<file path="config.mk">
export PLATFORM = sky130hd
export DESIGN_NAME = iob_clint_arbiter
export DESIGN_NICKNAME = d
export VERILOG_FILES = /design/src/rtl/iob_clint_arbiter.sv
export SDC_FILE = /design/constraint.sdc
export NUM_CORES = 1
export LEC_CHECK = 0
export ABC_AREA = 1
export CAP_MARGIN = 20
export CORE_UTILIZATION = 35
export DETAILED_ROUTE_END_ITERATION = 10
export PLACE_DENSITY = 0.72
export SYNTH_ARGS = -nofsm -noshare
export SYNTH_HDL_FRONTEND = slang
export SYNTH_SLANG_ARGS = --single-unit
</file>
<file path="constraint.sdc">
create_clock -name clk -period 1.6 [get_ports clk]
set_input_delay 0.24 -clock clk [delete_from_list [all_inputs] [get_ports clk]]
set_output_delay 0.24 -clock clk [all_outputs]
set_load 0.005 [all_outputs]
</file>
<file path="src/rtl/iob_clint_arbiter.sv">
// Round-robin arbiter sharing the CLINT IOb slave port between N_MASTERS requesters.
// The winning request is registered onto s_*; the winner alone gets a one-cycle ready pulse.
module iob_clint_arbiter #(
    parameter int unsigned N_MASTERS = 2,
    parameter int unsigned ADDR_W    = 16,
    parameter int unsigned DATA_W    = 32,
    localparam int unsigned STRB_W   = DATA_W / 8,
    localparam int unsigned ID_W     = (N_MASTERS > 1) ? $clog2(N_MASTERS) : 1
) (
    input  logic                        clk,
    input  logic                        rst,
    input  logic [N_MASTERS-1:0]        m_valid,
    input  logic [N_MASTERS*ADDR_W-1:0] m_address,
    input  logic [N_MASTERS*DATA_W-1:0] m_wdata,
    input  logic [N_MASTERS*STRB_W-1:0] m_wstrb,
    output logic [DATA_W-1:0]           m_rdata,
    output logic [N_MASTERS-1:0]        m_ready,
    output logic                        s_valid,
    output logic [ADDR_W-1:0]           s_address,
    output logic [DATA_W-1:0]           s_wdata,
    output logic [STRB_W-1:0]           s_wstrb,
    input  logic [DATA_W-1:0]           s_rdata,
    input  logic                        s_ready,
    output logic                        busy,
    output logic [ID_W-1:0]             grant_id
);

    typedef enum logic [1:0] {StIdle, StBusy, StResp} state_e;

    state_e state_q, state_d;

    logic                 s_valid_q, s_valid_d;
    logic [ADDR_W-1:0]    s_address_q, s_address_d;
    logic [DATA_W-1:0]    s_wdata_q, s_wdata_d;
    logic [STRB_W-1:0]    s_wstrb_q, s_wstrb_d;
    logic [DATA_W-1:0]    m_rdata_q, m_rdata_d;
    logic [N_MASTERS-1:0] m_ready_q, m_ready_d;
    logic [ID_W-1:0]      grant_q, grant_d;
    logic [ID_W-1:0]      last_q, last_d;
    logic [ID_W-1:0]      winner;
    logic                 hit;

    // Round-robin pick: masters above last first, then wrap around to those at or below it.
    always_comb begin
        winner = last_q;
        hit    = 1'b0;
        for (int i = 0; i < int'(N_MASTERS); i++) begin
            if (!hit && m_valid[i] && (ID_W'(i) > last_q)) begin
                winner = ID_W'(i);
                hit    = 1'b1;
            end
        end
        for (int i = 0; i < int'(N_MASTERS); i++) begin
            if (!hit && m_valid[i] && (ID_W'(i) <= last_q)) begin
                winner = ID_W'(i);
                hit    = 1'b1;
            end
        end
    end

    always_ff @(posedge clk or negedge rst) begin
        if (!rst) begin
            state_q <= StIdle;
        end else begin
            state_q <= state_d;
        end
    end

    always_comb begin
        state_d = state_q;
        unique case (state_q)
            StIdle:  if (hit) state_d = StBusy;
            StBusy:  if (s_ready) state_d = StResp;
            StResp:  state_d = StIdle;
            default: state_d = StIdle;
        endcase
    end

    always_comb begin
        s_valid_d   = s_valid_q;
        s_address_d = s_address_q;
        s_wdata_d   = s_wdata_q;
        s_wstrb_d   = s_wstrb_q;
        m_rdata_d   = m_rdata_q;
        m_ready_d   = '0;
        grant_d     = grant_q;
        last_d      = last_q;
        unique case (state_q)
            StIdle: begin
                if (hit) begin
                    s_valid_d = 1'b1;
                    grant_d   = winner;
                    last_d    = winner;
                    for (int i = 0; i < int'(N_MASTERS); i++) begin
                        if (ID_W'(i) == winner) begin
                            s_address_d = m_address[i*ADDR_W +: ADDR_W];
                            s_wdata_d   = m_wdata[i*DATA_W +: DATA_W];
                            s_wstrb_d   = m_wstrb[i*STRB_W +: STRB_W];
                        end
                    end
                end
            end
            StBusy: begin
                if (s_ready) begin
                    // Writes capture s_rdata too; masters ignore it.
                    m_rdata_d = s_rdata;
                    s_valid_d = 1'b0;
                    for (int i = 0; i < int'(N_MASTERS); i++) begin
                        if (ID_W'(i) == grant_q) m_ready_d[i] = 1'b1;
                    end
                end
            end
            StResp:  ;
            default: ;
        endcase
    end

    always_ff @(posedge clk or negedge rst) begin
        if (!rst) begin
            s_valid_q   <= 1'b0;
            s_address_q <= '0;
            s_wdata_q   <= '0;
            s_wstrb_q   <= '0;
            m_rdata_q   <= '0;
            m_ready_q   <= '0;
            grant_q     <= '0;
            last_q      <= ID_W'(N_MASTERS - 1);
        end else begin
            s_valid_q   <= s_valid_d;
            s_address_q <= s_address_d;
            s_wdata_q   <= s_wdata_d;
            s_wstrb_q   <= s_wstrb_d;
            m_rdata_q   <= m_rdata_d;
            m_ready_q   <= m_ready_d;
            grant_q     <= grant_d;
            last_q      <= last_d;
        end
    end

    assign s_valid   = s_valid_q;
    assign s_address = s_address_q;
    assign s_wdata   = s_wdata_q;
    assign s_wstrb   = s_wstrb_q;
    assign m_rdata   = m_rdata_q;
    assign m_ready   = m_ready_q;
    assign grant_id  = grant_q;
    assign busy      = (state_q != StIdle);

endmodule

</file>
run_1/placement.png
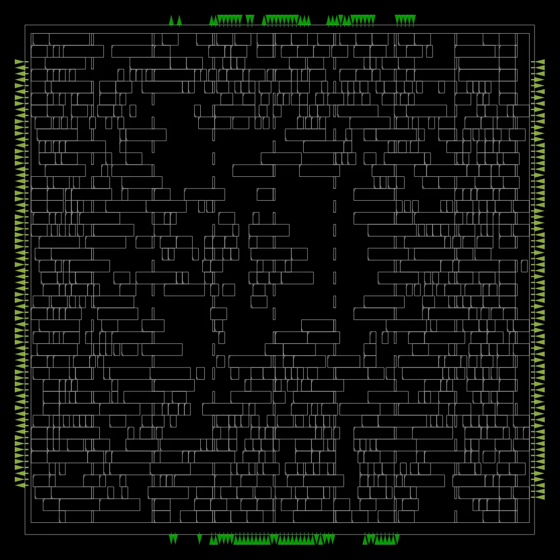
utilization after layout: 58.1%
# rows: 41

run_1/cell_density.png
The die is cut into 12 by 12 equal tiles; black is low, pale yellow is high, 0 to 100% covered.
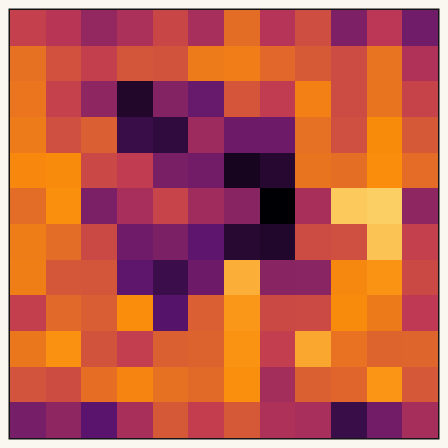
fullest tile: 90%
mean over tiles: 53%
nearly empty tiles: 0.70%
tiles over 75% full: 9.7%
emptiest ninth of the die: middle

run_1/layer_met3.png
Bar = 20 um.
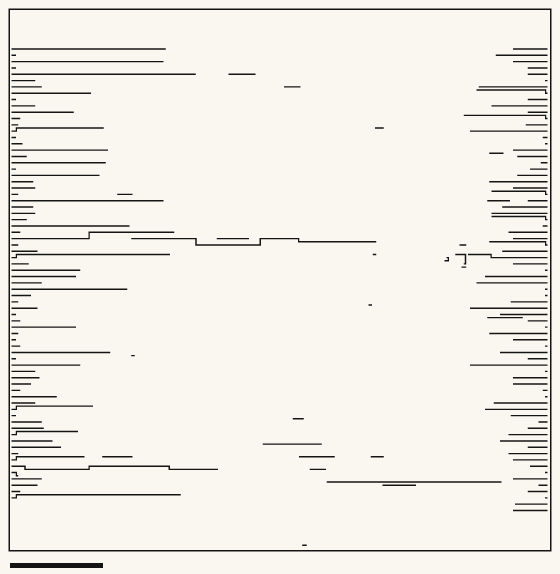
wire length on this layer: 1430 um
longest straight run: 39.3 um
main direction: horizontal
nets with wire on the layer: 159
share of all routed wire: 10%

run_1/io_fan.png
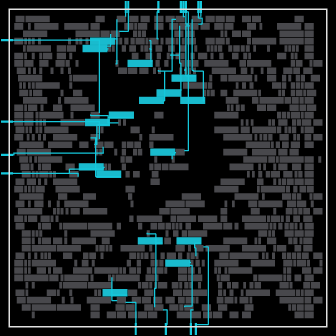
[cyan] `s_address` | bits: 16 | direction: output | end cells: 16 | buffers: 16 | wire: 633 um

==> run_results.csv, run 1 <==
group,metric,value,unit
routing,drc,0,
logic_synthesis,area_leaders,"dfrtp_1, nand2_1, nand3_1",
logic_synthesis,avgSynthCellArea,8.13,um^2
sta,relSlewSlack,65.0,%
floorplan,die_area,13500,um^2
setup_path,crit_buf_inv,1,
clock_tree,numCtsBuffers,9,
logic_synthesis,ys_top_cells_by_count,"nand2_1, nand3_1, dfrtp_1, inv_1, nand3b_1",
final_layout,flop-count,91,
power_and_ir_drop,totalPowerFinal,12500,uW
routing,dr_wl_met2,6730,um
final_layout,diodes,0,
clock_tree,clock_latency,0.34,ns
sta,tightest_slew,0.525,ns
grt,grt-ovfl-total,0,
place,placed_cells,941,
setup_path,crit_chain,"clkdlybuf4s50_1",
final_layout,final_cell_area,7370,um^2
routing,num_vias,4527,
floorplan,tap-cell-count,172,
floorplan,die_w,116,um
logic_synthesis,edf_count,0,
routing,drt-wirelength-per-cell,14.7,um
routing,first_pass_iters,4,
place,placed_cell_area,7030,um^2
grt,grt_use_met2,36.9,%
logic_synthesis,ys_async_sr_fraction,100,%
place,gp_congestion,0.778,
sta,finalHoldViolations,0,
clock_tree,htree_levels,3,
clock_tree,cts_root_buf,"clkbuf_16",
clock_tree,post_cts_buffers,0,
power_and_ir_drop,p_per_area,1690,nW/um^2
grt,gr-usage-all-layers,21.3,%
sta,setup_tns,0,ns
sta,skew,0.00495,ns
logic_synthesis,most_common_cell,"nand2_1",
setup_path,startpoint_type,"register",
clock_tree,path_clk_slew,0.06,ns
final_layout,area_dominant_class,"buffers",
logic_synthesis,ys.flop_type,"dfrtp_1",
logic_synthesis,yosys_area,4560,um^2
setup_path,startpoint,"grant_id$_DFFE_PN0P_",
logic_synthesis,top_cell_area_share,49.4,%
status,status,"complete, no violations",
## run 1: cell families (layout without fill, tap and decap cells)
| kind of cell | Yosys count | count (layout) | share of synthesized area (%) |
|---|---|---|---|
| AOI/OAI and AO/OA | 3 | 3 | 0.384 |
| and+or+nand+nor | 370 | 370 | 38.2 |
| buffers and inverters | 97 | 322 | 11.5 |
| DFF | 91 | 91 | 49.9 |
## run 1: registers in the layout (all words and copies together), names as in the netlist
| signal | count |
|---|---|
| last_q | 1 |
| m_rdata | 32 |
| s_wstrb | 4 |
| m_ready | 2 |
| s_valid | 1 |
| s_wdata | 32 |
| s_address | 16 |
| grant_id | 1 |
| state_q | 2 |
## run 1: report_power, final
group | internal [uW] | switching (uW)
Sequential | 3430 | 624
Clock | 1450 | 858
Combinational | 3320 | 2770
Total | 8210 | 4250
## Run 2: what changed since run 1
- CTS_CLUSTER_DIAMETER: default -> 150
run_2/layer_met3.png
Bar = 20 um.
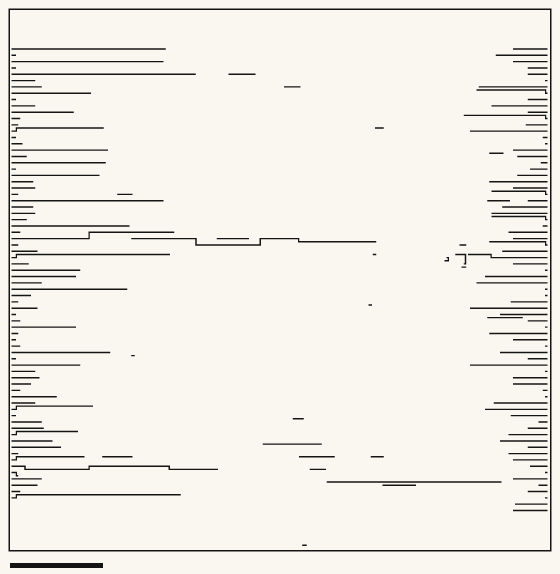
main direction: horizontal
wire length on this layer: 1430 um
longest straight run: 39.3 um
nets with wire on the layer: 159
share of all routed wire: 10%
total number of vias: 4527
GR Util met3: 7.11%
detailed-route wire length: 14100 um

run_2/logic_types.png
Bar = 20 um.
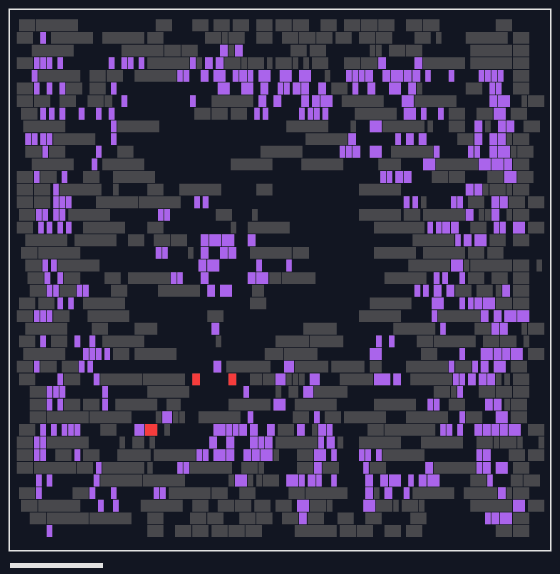
[red] aoi and oai cells | cells: 3 | most used: o21ai_0
[purple] nand cells | cells: 365 | most used: nand2_1 | where: spread over the die

==> run_results.csv, run 2 <==
group,metric,value,unit
status,status,"complete, no violations",
logic_synthesis,edf_count,0,
clock_tree,clock_latency,0.34,ns
power_and_ir_drop,p_per_area,1690,nW/um^2
sta,relSlewSlack,65.0,%
place,placed_cells,941,
power_and_ir_drop,totalPowerFinal,12500,uW
logic_synthesis,yosys_area,4560,um^2
floorplan,rows,41,
power_and_ir_drop,swShare,34.1,%
setup_path,startpoint,"grant_id$_DFFE_PN0P_",
final_layout,diodes,0,
power_and_ir_drop,powerSeq,4060,uW
power_and_ir_drop,clk-power,2310,uW
power_and_ir_drop,power.switching,4250,uW
floorplan,die_area,13500,um^2
routing,dr_wl_met2,6730,um
logic_synthesis,ys.flop_type,"dfrtp_1",
sta,finalHoldViolations,0,
clock_tree,post_cts_buffers,0,
power_and_ir_drop,p_seq_share,32.5,%
logic_synthesis,xor_area_share,0,%
logic_synthesis,ys_sh_mux,0,%
logic_synthesis,aoi_share,0.384,%
setup_path,startpoint_type,"register",
logic_synthesis,synth-simple-area-share,38.2,%
setup_path,crit_buf_inv,1,
routing,first_pass_iters,4,
power_and_ir_drop,internal_power,8210,uW
sta,tightest_slew,0.525,ns
-- run 2: cell counts in the layout (fill, tap and decap cells not counted) --
No cell type changed its count.
-- run 2: cells by family after synthesis --
family,count (synthesis)
and+or+nand+nor,370
buffers and inverters,97
DFF,91
AOI/OAI and AO/OA,3
-- run 2: cell type report --
class / instances / area [um^2] / share of cell area, %
clock buffers: 12 / 256 / 3.48
multi-input cells: 373 / 1760 / 23.9
well taps: 172 / 215 / 2.92
clock inverters: 4 / 72.6 / 0.985
inverters: 60 / 225 / 3.06
flip-flops and latches: 91 / 2280 / 30.9
repair buffers: 246 / 2560 / 34.7
-- run 2: repair_timing --
item / 4_1_cts / 5_1_grt
hold endpoints to repair: 90 / 0
endpoints found under the setup margin: 1 / 0
hold buffers: 1 / 0
resized: 1 / 0
Power and IR drop assume default switching activity.
